**config.mk**
```make
export PLATFORM = sky130hd
export DESIGN_NAME = led_trail
export DESIGN_NICKNAME = d
export VERILOG_FILES = /design/src/rtl/led_trail_pkg.sv /design/src/rtl/led_trail_chan.sv /design/src/rtl/led_trail.sv
export SDC_FILE = /design/constraint.sdc
export NUM_CORES = 1
export LEC_CHECK = 0
export CORE_MARGIN = 2
export CORE_UTILIZATION = 65
export CTS_CLUSTER_DIAMETER = 30
export DETAILED_ROUTE_END_ITERATION = 12
export PLACE_DENSITY = 0.86
export REMOVE_ABC_BUFFERS = 1
export SETUP_SLACK_MARGIN = 0.15
export SYNTH_ARGS = -nofsm -noshare
export SYNTH_HDL_FRONTEND = slang
export SYNTH_HIERARCHICAL = 1
export SYNTH_SLANG_ARGS = --single-unit
```
**constraint.sdc**
```tcl
create_clock -name clk -period 6.5 [get_ports clk]
set_input_delay 1.625 -clock clk [delete_from_list [all_inputs] [get_ports clk]]
set_output_delay 1.625 -clock clk [all_outputs]
set_load 0.05 [all_outputs]
```
**src/rtl/led_trail_pkg.sv**
```systemverilog
// rtl/led_trail_pkg.sv - default parameters and derived constants for the LED trail block
package led_trail_pkg;
    localparam int NUM_LEDS       = 8;
    localparam int DEF_PWM_BITS   = 8;
    localparam int DEF_DECAY_DIV  = 2**20;
    localparam int DEF_DECAY_STEP = 32;
    localparam bit DEF_ACTIVE_LOW = 1'b1;
    localparam int DEF_MAX        = 2**DEF_PWM_BITS - 1;

    // Brightness after one decay tick, clamped at zero instead of wrapping.
    function automatic int sat_decay(input int level, input int step);
        return (level > step) ? (level - step) : 0;
    endfunction
endpackage

```
**src/rtl/led_trail_chan.sv**
```systemverilog
// rtl/led_trail_chan.sv - one LED channel: brightness load/decay, period-aligned duty, PWM compare
module led_trail_chan
    import led_trail_pkg::*;
#(
    parameter int PWM_BITS   = DEF_PWM_BITS,
    parameter int DECAY_STEP = DEF_DECAY_STEP
) (
    input  logic                clk,
    input  logic                rst,
    input  logic                en,
    input  logic                req,
    input  logic                tick,
    input  logic                capture,
    input  logic [PWM_BITS-1:0] pwm_cnt,
    output logic                lit
);
    localparam logic [PWM_BITS-1:0] MAX = '1;

    logic [PWM_BITS-1:0] bright;
    logic [PWM_BITS-1:0] duty;
    logic [PWM_BITS-1:0] decayed;

    assign decayed = PWM_BITS'(sat_decay(int'(bright), DECAY_STEP));

    // A request always wins over a decay tick landing in the same cycle.
    always_ff @(posedge clk or negedge rst) begin
        if (!rst) begin
            bright <= '0;
        end else if (en) begin
            if (req) begin
                bright <= MAX;
            end else if (tick) begin
                bright <= decayed;
            end
        end
    end

    // Duty only follows brightness at the end of a PWM period so the waveform never glitches.
    always_ff @(posedge clk or negedge rst) begin
        if (!rst) begin
            duty <= '0;
        end else if (capture) begin
            duty <= bright;
        end
    end

    assign lit = (duty == MAX) || (pwm_cnt < duty);
endmodule

```
**src/rtl/led_trail.sv**
```systemverilog
// rtl/led_trail.sv - eight-LED fading trail: PWM counter, decay prescaler and registered LED outputs
module led_trail
    import led_trail_pkg::*;
#(
    parameter int PWM_BITS   = DEF_PWM_BITS,
    parameter int DECAY_DIV  = DEF_DECAY_DIV,
    parameter int DECAY_STEP = DEF_DECAY_STEP,
    parameter bit ACTIVE_LOW = DEF_ACTIVE_LOW
) (
    input  logic                clk,
    input  logic                rst,
    input  logic                en,
    input  logic [NUM_LEDS-1:0] pat_in,
    output logic [NUM_LEDS-1:0] led_out,
    output logic                tick
);
    localparam int                PRE_W    = (DECAY_DIV > 2) ? $clog2(DECAY_DIV) : 1;
    localparam logic [PRE_W-1:0]  PRE_LAST = PRE_W'(DECAY_DIV - 1);
    localparam logic [NUM_LEDS-1:0] DARK   = {NUM_LEDS{ACTIVE_LOW}};

    logic [PWM_BITS-1:0] pwm_cnt;
    logic [PRE_W-1:0]    presc;
    logic                capture;
    logic [NUM_LEDS-1:0] lit;

    assign tick    = en && (presc == PRE_LAST);
    assign capture = en && (pwm_cnt == '1);

    always_ff @(posedge clk or negedge rst) begin
        if (!rst) begin
            pwm_cnt <= '0;
            presc   <= '0;
        end else if (en) begin
            pwm_cnt <= pwm_cnt + 1'b1;
            presc   <= tick ? '0 : presc + 1'b1;
        end
    end

    for (genvar i = 0; i < NUM_LEDS; i++) begin : g_chan
        led_trail_chan #(
            .PWM_BITS  (PWM_BITS),
            .DECAY_STEP(DECAY_STEP)
        ) u_chan (
            .clk    (clk),
            .rst    (rst),
            .en     (en),
            .req    (pat_in[i]),
            .tick   (tick),
            .capture(capture),
            .pwm_cnt(pwm_cnt),
            .lit    (lit[i])
        );
    end

    always_ff @(posedge clk or negedge rst) begin
        if (!rst) begin
            led_out <= DARK;
        end else if (en) begin
            led_out <= lit ^ DARK;
        end else begin
            led_out <= DARK;
        end
    end
endmodule

```
Fig. 1: placement by cell class
Scale: 4 px per µm.
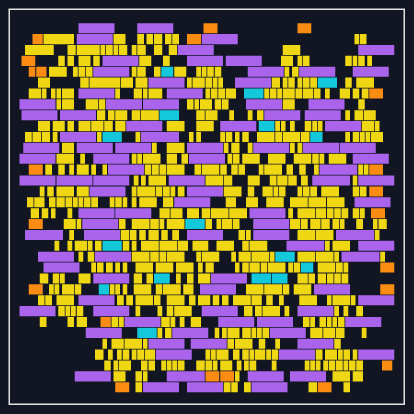
legend:
  flip-flops:
    colour: purple
    cells: 100
    share_of_their_area: 41%
  clock drivers and dummy loads:
    colour: cyan
    cells: 16
    share_of_their_area: 3.1%
  other buffers and delay cells:
    colour: orange
    cells: 22
    share_of_their_area: 3.3%
  all other logic:
    colour: yellow
    cells: 513
    share_of_their_area: 53%

Fig. 2: sequential cells grouped by signal name
Scale: 4 px per µm. Other sequential cells in the stronger grey, the rest of the logic in the fainter grey.
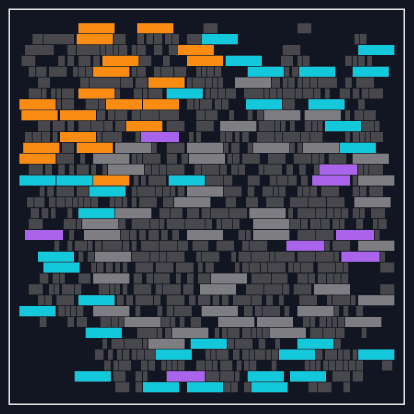
legend:
  presc:
    colour: orange
    sequential_cells: 20
  g_chan.u_chan/bright:
    colour: cyan
    sequential_cells: 32
    where: spread over the die
  led_out:
    colour: purple
    sequential_cells: 8

Fig. 3: met3 routing
Scale: 3 px per µm.
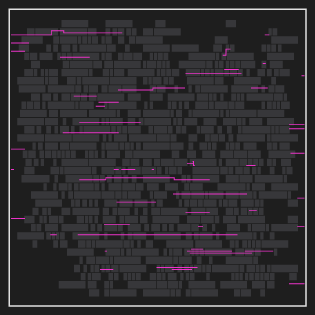
share of all routed wire: 3.8%
nets with wire on the layer: 30

==> results.json <==
{
  "cts-buffers-inserted": 9,
  "fin_hold_ws_ns": 0.498,
  "path_class": "input port to output pin",
  "post_cts_resized": 0,
  "power.ir.vdd_worst_uv": 206,
  "num_io_pins": 20,
  "routed_wl_per_cell_um": 15.6,
  "worst_r2r_startpoint": "presc[0]",
  "finalSetupViolCount": 0,
  "power.density_nw_per_um2": 223,
  "timing.hold.worst.class": "flip-flop to flip-flop",
  "synth_top_flop_cell": "sky130_fd_sc_hd__dfrtp_1",
  "drc_errors": 0,
  "crit_cells": 5,
  "netlist_instances": 620,
  "most-common-layout-cells": "sky130_fd_sc_hd__dfrtp_1 (92), sky130_fd_sc_hd__nand2_1 (87), sky130_fd_sc_hd__ha_1 (66), sky130_fd_sc_hd__inv_1 (59), sky130_fd_sc_hd__o21ai_0 (59)",
  "synth_cell_types": 38,
  "post-route-period-util": 0.745,
  "timing.critical_path.cells": "buf_2 -> and4_1 -> nand4_2 -> nor2_8 -> clkdlybuf4s50_1",
  "dieArea_um2": 9680,
  "ys_cells": 620,
  "track_usage": 0.263,
  "ys_seq_share": 0.434,
  "clk-insertion-delay-late_ns": 0.38,
  "worst-endpoint-arrival_ns": 3.22,
  "final_nets": 723,
  "status": "finished, final reports clean",
  "power.leakage_uw": 0.00307,
  "number_of_warnings_the_tools_reported": 25,
  "synth-edff-count": 0,
  "cts_tree": "built",
  "first_global_vias": 4850,
  "worstRegToRegCells": 8,
  "postCtsSetupBuffers": 0
}
Fig. 4: placed standard cells
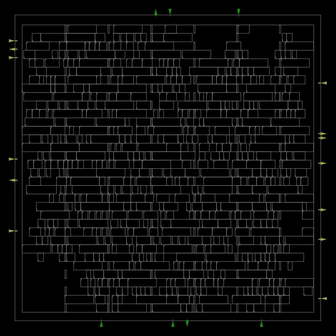
Taps Inserted: 108
Flops: 100

Fig. 5: drive-strength map
Scale: 4 px per µm.
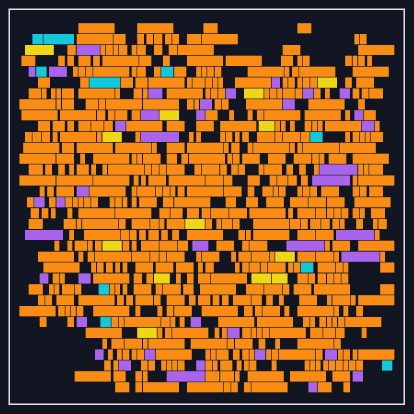
legend:
  drive 2:
    colour: purple
    cells: 40
  drive 3 to 4:
    colour: cyan
    cells: 10
  drive 6 and up:
    colour: yellow
    cells: 13
  drive 1 or less:
    colour: orange
    cells: 588
post-layout worst setup margin: 1.66 ns
synth-to-layout area growth: 8.49%
post-route cell area: 6280 µm²
number of non-clock buffers in the layout: 22

-- report_power, final --
| part | total [µW] | leakage [µW] | internal, µW | switching, µW |
|---|---|---|---|---|
| Sequential | 774 | 0.00100 | 662 | 113 |
| Clock | 384 | 0.0000954 | 149 | 235 |
| Combinational | 244 | 0.00197 | 115 | 130 |
| Total | 1400 | 0.00307 | 925 | 478 |
-- through the flow --
stage,utilization,total power (µW),cells
2_1_floorplan,-,914,613
3_3_place_gp,0.702,997,743
3_5_place_dp,0.702,1030,743
4_1_cts,0.724,1420,759
5_1_grt,0.724,1480,759
6_report,0.724,1400,759
-- cell usage after synthesis (4+ instances only) --
cell type | instances | share of area
sky130_fd_sc_hd__o41ai_1 | 8 | 0.012
sky130_fd_sc_hd__o2111ai_1 | 8 | 0.012
sky130_fd_sc_hd__xor2_1 | 9 | 0.014
sky130_fd_sc_hd__dfstp_2 | 8 | 0.036
sky130_fd_sc_hd__o21a_1 | 8 | 0.010
sky130_fd_sc_hd__dfrtp_1 | 92 | 0.40
sky130_fd_sc_hd__nand2_2 | 8 | 0.0086
sky130_fd_sc_hd__a21oi_2 | 8 | 0.012
sky130_fd_sc_hd__ha_1 | 66 | 0.14
sky130_fd_sc_hd__inv_1 | 59 | 0.038
sky130_fd_sc_hd__o21ai_1 | 24 | 0.021
sky130_fd_sc_hd__nand3_1 | 18 | 0.016
sky130_fd_sc_hd__a211oi_1 | 8 | 0.010
sky130_fd_sc_hd__nor3_1 | 24 | 0.021
sky130_fd_sc_hd__o21ai_0 | 59 | 0.051
sky130_fd_sc_hd__a21oi_1 | 37 | 0.032
sky130_fd_sc_hd__and3_2 | 9 | 0.012
sky130_fd_sc_hd__nor2_1 | 17 | 0.011
sky130_fd_sc_hd__nand4_1 | 22 | 0.024
sky130_fd_sc_hd__nand2_1 | 87 | 0.056
sky130_fd_sc_hd__or3_1 | 4 | 0.0043
sky130_fd_sc_hd__xnor2_1 | 12 | 0.018
-- worst max path at each step --
stage	startpoint	end	slack, ns
global route	en	tick	1.58
finish	en	tick	1.66
CTS	en	tick	1.66
global placement	en	tick	1.70
detailed placement	en	tick	1.67
floorplan	en	tick	2.22
-- registers in the layout (all words and copies together) (netlist names) --
register              count
pwm_cnt                   8
presc                    20
g_chan.u_chan/bright     32
led_out                   8
g_chan.u_chan/duty       32
-- cell families (layout without fill, tap and decap cells) --
group | count (synthesis) | in the layout
flip-flops | 100 | 100
AND/OR/NAND/NOR | 203 | 203
buffers and inverters | 66 | 97
adder cells (fa/ha/maj) | 66 | 66
XOR/XNOR | 21 | 21
multiplexers | 1 | 1
AND-OR/OR-AND | 163 | 163
-- metal layers --
| metal | routed length [µm] | part of all wire | GRT usage |
|---|---|---|---|
| met5 | 0 | 0 | 0 |
| met4 | 160 | 0.013 | 0.100 |
| met3 | 445 | 0.038 | 0.0508 |
| met2 | 6220 | 0.52 | 0.470 |
| met1 | 5030 | 0.42 | 0.312 |
-- layout make-up --
type | instances | area [µm²]
multi-input combinational | 454 | 3020
sequential | 100 | 2510
fill | 640 | 2390
inverter | 59 | 221
timing repair buffer | 22 | 205
tap | 108 | 135
clock buffer | 9 | 124
clock inverter | 7 | 67.6
Power figures rest on the tool's default switching activity, not on a simulated workload.
